`config.mk`:
```
export PLATFORM = sky130hd
export DESIGN_NAME = jedro_1_decode_stage
export DESIGN_NICKNAME = d
export VERILOG_FILES = /design/src/rtl/jedro_1_defines.sv /design/src/rtl/jedro_1_imm_gen.sv /design/src/rtl/jedro_1_decode_stage.sv
export SDC_FILE = /design/constraint.sdc
export NUM_CORES = 1
export LEC_CHECK = 0
export CORE_UTILIZATION = 25
export CTS_CLUSTER_SIZE = 24
export DETAILED_ROUTE_END_ITERATION = 10
export PLACE_DENSITY = 0.48
export SYNTH_ARGS = -nofsm -noshare
export SYNTH_HDL_FRONTEND = slang
export SYNTH_HIERARCHICAL = 1
export SYNTH_SLANG_ARGS = --single-unit
```
`constraint.sdc`:
```
create_clock -name clk_i -period 3.1 [get_ports clk_i]
set_clock_uncertainty 0.15 [all_clocks]
set_input_delay 0.465 -clock clk_i [delete_from_list [all_inputs] [get_ports clk_i]]
set_output_delay 0.465 -clock clk_i [all_outputs]
set_load 0.02 [all_outputs]
```
`src/rtl/jedro_1_defines.sv`:
```
// Shared constants for the jedro_1 decode stage: width defaults, RV32I opcodes, ALU op codes
// and the decoder FSM state encoding.
package jedro_1_defines;

    localparam int unsigned DefDataWidth    = 32;
    localparam int unsigned DefRegAddrWidth = 5;
    localparam int unsigned DefAluOpWidth   = 4;

    localparam logic [6:0] OpcodeOp    = 7'b0110011;
    localparam logic [6:0] OpcodeOpImm = 7'b0010011;
    localparam logic [6:0] OpcodeLui   = 7'b0110111;
    localparam logic [6:0] OpcodeAuipc = 7'b0010111;

    localparam logic [6:0] Funct7Zero = 7'b0000000;
    localparam logic [6:0] Funct7Alt  = 7'b0100000;

    localparam logic [3:0] AluAdd = 4'b0000;
    localparam logic [3:0] AluSll = 4'b0001;
    localparam logic [3:0] AluSrl = 4'b0101;
    localparam logic [3:0] AluSub = 4'b1000;
    localparam logic [3:0] AluSra = 4'b1101;

    typedef enum logic [1:0] {
        StIdle  = 2'd0,
        StRead  = 2'd1,
        StValid = 2'd2
    } dec_state_e;

endpackage

```
`src/rtl/jedro_1_imm_gen.sv`:
```
// Combinational I-type (sign-extended imm[11:0]) and U-type ({imm[31:12], 12'b0}) immediates.
module jedro_1_imm_gen #(
    parameter int unsigned DATA_WIDTH = 32
) (
    input  logic [31:0]           instr,
    output logic [DATA_WIDTH-1:0] imm_itype,
    output logic [DATA_WIDTH-1:0] imm_utype
);

    assign imm_itype = DATA_WIDTH'($signed(instr[31:20]));
    assign imm_utype = DATA_WIDTH'($signed({instr[31:12], 12'b0}));

endmodule

```
`src/rtl/jedro_1_decode_stage.sv`:
```
// jedro_1 decode stage: accepts an instruction, reads rs1/rs2 from a sync-read RF, registers
// ALU operands/op/rd/illegal for execute. Define JEDRO_1_RV32E_EN to restrict to x0-x15.
module jedro_1_decode_stage #(
    parameter int unsigned DATA_WIDTH     = jedro_1_defines::DefDataWidth,
    parameter int unsigned REG_ADDR_WIDTH = jedro_1_defines::DefRegAddrWidth,
    parameter int unsigned ALU_OP_WIDTH   = jedro_1_defines::DefAluOpWidth
) (
    input  logic                      clk_i,
    input  logic                      rstn_i,
    input  logic [DATA_WIDTH-1:0]     instr_rdata_i,
    input  logic [DATA_WIDTH-1:0]     instr_pc_i,
    input  logic                      instr_valid_i,
    output logic                      instr_ready_o,
    output logic [REG_ADDR_WIDTH-1:0] rf_raddr_a_o,
    output logic [REG_ADDR_WIDTH-1:0] rf_raddr_b_o,
    input  logic [DATA_WIDTH-1:0]     rf_rdata_a_i,
    input  logic [DATA_WIDTH-1:0]     rf_rdata_b_i,
    input  logic                      flush_i,
    output logic                      dec_valid_o,
    input  logic                      dec_ready_i,
    output logic [ALU_OP_WIDTH-1:0]   alu_op_sel_o,
    output logic [DATA_WIDTH-1:0]     alu_op_a_o,
    output logic [DATA_WIDTH-1:0]     alu_op_b_o,
    output logic [REG_ADDR_WIDTH-1:0] rd_addr_o,
    output logic                      rd_we_o,
    output logic                      illegal_instr_o
);
    import jedro_1_defines::*;

    dec_state_e            state_q;
    logic [DATA_WIDTH-1:0] instr_q;
    logic [DATA_WIDTH-1:0] pc_q;
    logic                  accept;

    logic [DATA_WIDTH-1:0]   imm_itype;
    logic [DATA_WIDTH-1:0]   imm_utype;
    logic [6:0]              opcode;
    logic [2:0]              funct3;
    logic [6:0]              funct7;
    logic [4:0]              rs1;
    logic [4:0]              rs2;
    logic [4:0]              rd;
    logic [DATA_WIDTH-1:0]   dec_a;
    logic [DATA_WIDTH-1:0]   dec_b;
    logic [ALU_OP_WIDTH-1:0] dec_op;
    logic                    dec_illegal;
    logic                    dec_we;

    // Reset also blocks acceptance so every output reads 0 while rstn_i is low.
    assign instr_ready_o = rstn_i & ~flush_i
                         & ((state_q == StIdle) | ((state_q == StValid) & dec_ready_i));
    assign accept        = instr_valid_i & instr_ready_o;

    assign rf_raddr_a_o = accept ? instr_rdata_i[19:15] : instr_q[19:15];
    assign rf_raddr_b_o = accept ? instr_rdata_i[24:20] : instr_q[24:20];

    assign opcode = instr_q[6:0];
    assign funct3 = instr_q[14:12];
    assign funct7 = instr_q[31:25];
    assign rs1    = instr_q[19:15];
    assign rs2    = instr_q[24:20];
    assign rd     = instr_q[11:7];

    jedro_1_imm_gen #(
        .DATA_WIDTH(DATA_WIDTH)
    ) u_imm_gen (
        .instr    (instr_q[31:0]),
        .imm_itype(imm_itype),
        .imm_utype(imm_utype)
    );

    always_comb begin
        dec_a       = '0;
        dec_b       = '0;
        dec_op      = '0;
        dec_illegal = 1'b0;
        if (instr_q[1:0] != 2'b11) begin
            dec_illegal = 1'b1;
        end else begin
            case (opcode)
                OpcodeOp: begin
                    dec_a  = rf_rdata_a_i;
                    dec_b  = rf_rdata_b_i;
                    dec_op = {funct7[5], funct3};
                    if ((funct7 != Funct7Zero) && (funct7 != Funct7Alt)) dec_illegal = 1'b1;
                    if ((funct7 == Funct7Alt) && (funct3 != 3'b000) && (funct3 != 3'b101)) begin
                        dec_illegal = 1'b1;
                    end
                end
                OpcodeOpImm: begin
                    dec_a  = rf_rdata_a_i;
                    dec_b  = imm_itype;
                    dec_op = {1'b0, funct3};
                    // Shifts carry only shamt as operand; funct7[5] moves into the op select.
                    if (funct3 == AluSll[2:0]) begin
                        dec_b = {{(DATA_WIDTH-5){1'b0}}, rs2};
                        if (funct7 != Funct7Zero) dec_illegal = 1'b1;
                    end else if (funct3 == AluSrl[2:0]) begin
                        dec_b  = {{(DATA_WIDTH-5){1'b0}}, rs2};
                        dec_op = {funct7[5], funct3};
                        if ((funct7 != Funct7Zero) && (funct7 != Funct7Alt)) dec_illegal = 1'b1;
                    end
                end
                OpcodeLui: begin
                    dec_b  = imm_utype;
                    dec_op = AluAdd;
                end
                OpcodeAuipc: begin
                    dec_a  = pc_q;
                    dec_b  = imm_utype;
                    dec_op = AluAdd;
                end
                default: dec_illegal = 1'b1;
            endcase
        end
`ifdef JEDRO_1_RV32E_EN
        if (rd[4] | (rs1[4] & ((opcode == OpcodeOp) | (opcode == OpcodeOpImm)))
                  | (rs2[4] & (opcode == OpcodeOp))) begin
            dec_illegal = 1'b1;
        end
`endif
        if (dec_illegal) begin
            dec_a  = '0;
            dec_b  = '0;
            dec_op = '0;
        end
        dec_we = ~dec_illegal & (rd != 5'd0);
    end

    always_ff @(posedge clk_i or negedge rstn_i) begin
        if (!rstn_i) begin
            state_q         <= StIdle;
            instr_q         <= '0;
            pc_q            <= '0;
            dec_valid_o     <= 1'b0;
            alu_op_sel_o    <= '0;
            alu_op_a_o      <= '0;
            alu_op_b_o      <= '0;
            rd_addr_o       <= '0;
            rd_we_o         <= 1'b0;
            illegal_instr_o <= 1'b0;
        end else if (flush_i) begin
            state_q     <= StIdle;
            dec_valid_o <= 1'b0;
        end else begin
            case (state_q)
                StIdle: begin
                    if (accept) begin
                        instr_q <= instr_rdata_i;
                        pc_q    <= instr_pc_i;
                        state_q <= StRead;
                    end
                end
                StRead: begin
                    alu_op_a_o      <= dec_a;
                    alu_op_b_o      <= dec_b;
                    alu_op_sel_o    <= dec_op;
                    rd_addr_o       <= rd;
                    rd_we_o         <= dec_we;
                    illegal_instr_o <= dec_illegal;
                    dec_valid_o     <= 1'b1;
                    state_q         <= StValid;
                end
                StValid: begin
                    if (dec_ready_i) begin
                        dec_valid_o <= 1'b0;
                        if (accept) begin
                            instr_q <= instr_rdata_i;
                            pc_q    <= instr_pc_i;
                            state_q <= StRead;
                        end else begin
                            state_q <= StIdle;
                        end
                    end
                end
                default: state_q <= StIdle;
            endcase
        end
    end

endmodule

```
==> images/placement.png <==
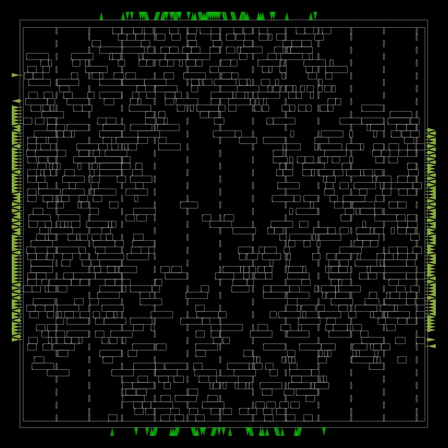
FFs & Latches: 142
# Taps: 378
Seq/total area: 35.2%
# fillers: 2,844

==> images/flops_by_reg.png <==
Other sequential cells in the stronger gray, the rest of the logic in the fainter gray.
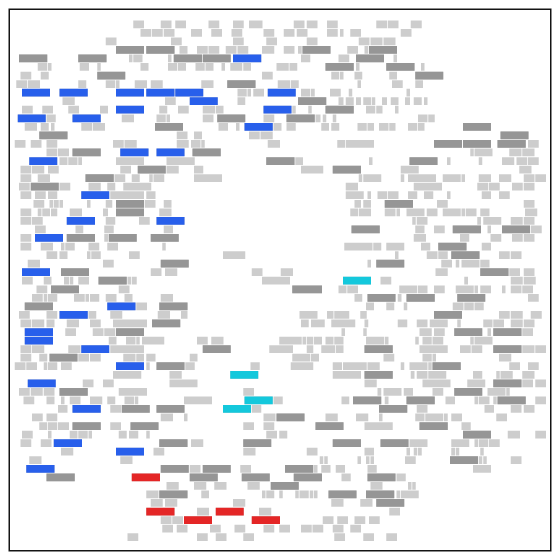
[red] rd_addr_o | placed flops: 5
[blue] pc_q | placed flops: 32
[cyan] alu_op_sel_o | placed flops: 4

==> images/io_fan.png <==
Bar = 50 um.
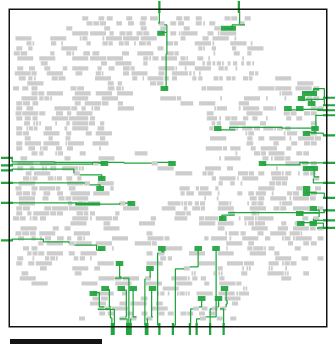
[green] instr_rdata_i | bits: 32 | direction: input | end cells: 42 | wire: 1,150 um
num ports: 220
number of I/O port buffers: 219

==> images/layer_met2.png <==
Bar = 50 um.
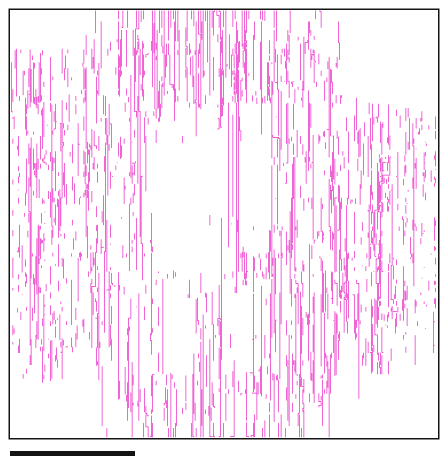
main direction: vertical
wire length on this layer: 9,880 um

==> reports/qor.csv <==
metric;value;unit
ys_cells;615;
ys_types;44;
yosys_area;7210;um^2
place_inst;1133;
fin_crit_sh;96.0;%
dieArea;29500;um^2
p_switching;1.83;mW
grt_usage;15.3;%
grt_pass1_vias;5483;
cts.htree.levels;4;
place_congestion;0.725;
clock_latency;0.43;ns
max_slew_margin;47.9;%
synthArstFlopShare;100;%
antenna_found_initial;1;
cellPowerDensity;583;nW/um^2
num_vias;5284;
post_cts_resized;0;
finalSetupViolations;0;
ant_nets;0;
p_leak;4.13;nW
clk_path_buf_depth;2;
min_period;2.98;ns
status;complete, no violations;
endpoint;rf_raddr_b_o[2];
p_seq_share;39.0;%
[flip-flops by register name (all words and copies together) (netlist names)]
| register | cells |
|---|---|
| alu_op_sel_o | 4 |
| illegal_instr_o | 1 |
| dec_valid_o | 1 |
| rd_we_o | 1 |
| rd_addr_o | 5 |
| pc_q | 32 |
| alu_op_a_o | 32 |
| alu_op_b_o | 32 |
| instr_q | 32 |
| state_q | 2 |
[layout by cell type, fill, tap and decap left out, types with 2 or more instances in the layout]
cell	synthesis	final
clkdlybuf4s50_1	0	217
dfrtp_1	142	141
mux2_1	78	78
nand2_1	67	66
a22oi_1	37	37
nor2_1	32	31
a21oi_2	30	30
a221oi_1	27	27
o41ai_2	24	24
clkbuf_16	0	17
buf_4	64	16
conb_1	1	12
a21oi_1	9	9
inv_1	7	7
nor2b_1	6	6
o31ai_1	6	6
inv_8	0	6
a211o_1	5	5
buf_12	0	5
inv_6	0	4
a22o_1	3	3
o41ai_1	3	3
bufinv_16	0	3
nand2b_1	2	2
nor4_4	1	2
o21a_1	2	2
inv_2	2	2
nor2_2	1	2
a21o_1	2	2
[synthesized netlist by cell type, types with 2 or more instances]
cell type  instances
dfrtp_1          142
mux2_1            78
nand2_1           67
buf_4             64
a22oi_1           37
nor2_1            32
a21oi_2           30
a221oi_1          27
clkbuf_1          25
o41ai_2           24
buf_2             14
a21oi_1            9
buf_6              7
inv_1              7
nor2b_1            6
o31ai_1            6
a211o_1            5
a22o_1             3
o41ai_1            3
a21o_1             2
inv_2              2
nand2b_1           2
o21a_1             2
[stage by stage]
stage          total power, mW  hold slack [ns]  instance area, um^2  setup WS [ns]  utilization (%)
2_1_floorplan             3.22           0.0194                 7250          0.774                -
3_3_place_gp              3.64            0.313                 9440          0.128             33.6
3_5_place_dp              3.66            0.315                 9440         0.0999             33.6
4_1_cts                   5.99           0.0646                10100         0.0953             35.9
5_1_grt                   6.20           0.0756                10100        0.00112             35.9
6_report                  5.88           0.0477                10100          0.125             35.9
[per-layer routing]
metal	up-vias	track usage, %	routed length (um)
li1	2478	-	-
met1	2624	20.3	10400
met2	168	23.5	9880
met3	12	6.01	1840
met4	2	3.23	145
met5	-	0	11
[cell families after synthesis]
logic type	share of synthesized area, %
XOR/XNOR	0.122
multiplexers	12.3
flip-flops	49.3
AND/OR/NAND/NOR	7.36
AND-OR/OR-AND	20.3
other	0.0520
buffers and inverters	10.6
[power groups by stage]
stage	Sequential, mW	Combinational [mW]	Clock [mW]
floorplan	2.36	0.856	0
global placement	2.34	1.31	0
detailed placement	2.34	1.32	0
CTS	2.30	1.33	2.36
global route	2.34	1.42	2.44
finish	2.29	1.30	2.28
[final cells by class]
class,count,area (um^2),area share (%)
Clock buffer,17,425,4.22
Clock inverter,15,218,2.16
Inverter,9,33.8,0.335
Multi-Input combinational cell,364,2960,29.4
Sequential cell,142,3550,35.2
Tap cell,378,473,4.69
Timing Repair Buffer,240,2420,24.0
[worst max-delay path, stage by stage]
cell and delay (ns):
clkdlybuf4s50_1 0.44, o211a_1 0.26, nand2_4 0.12, buf_4 0.19
mux2_1 0.33, clkdlybuf4s50_1 0.54
Power figures rest on the tool's default switching activity, not on a simulated workload.
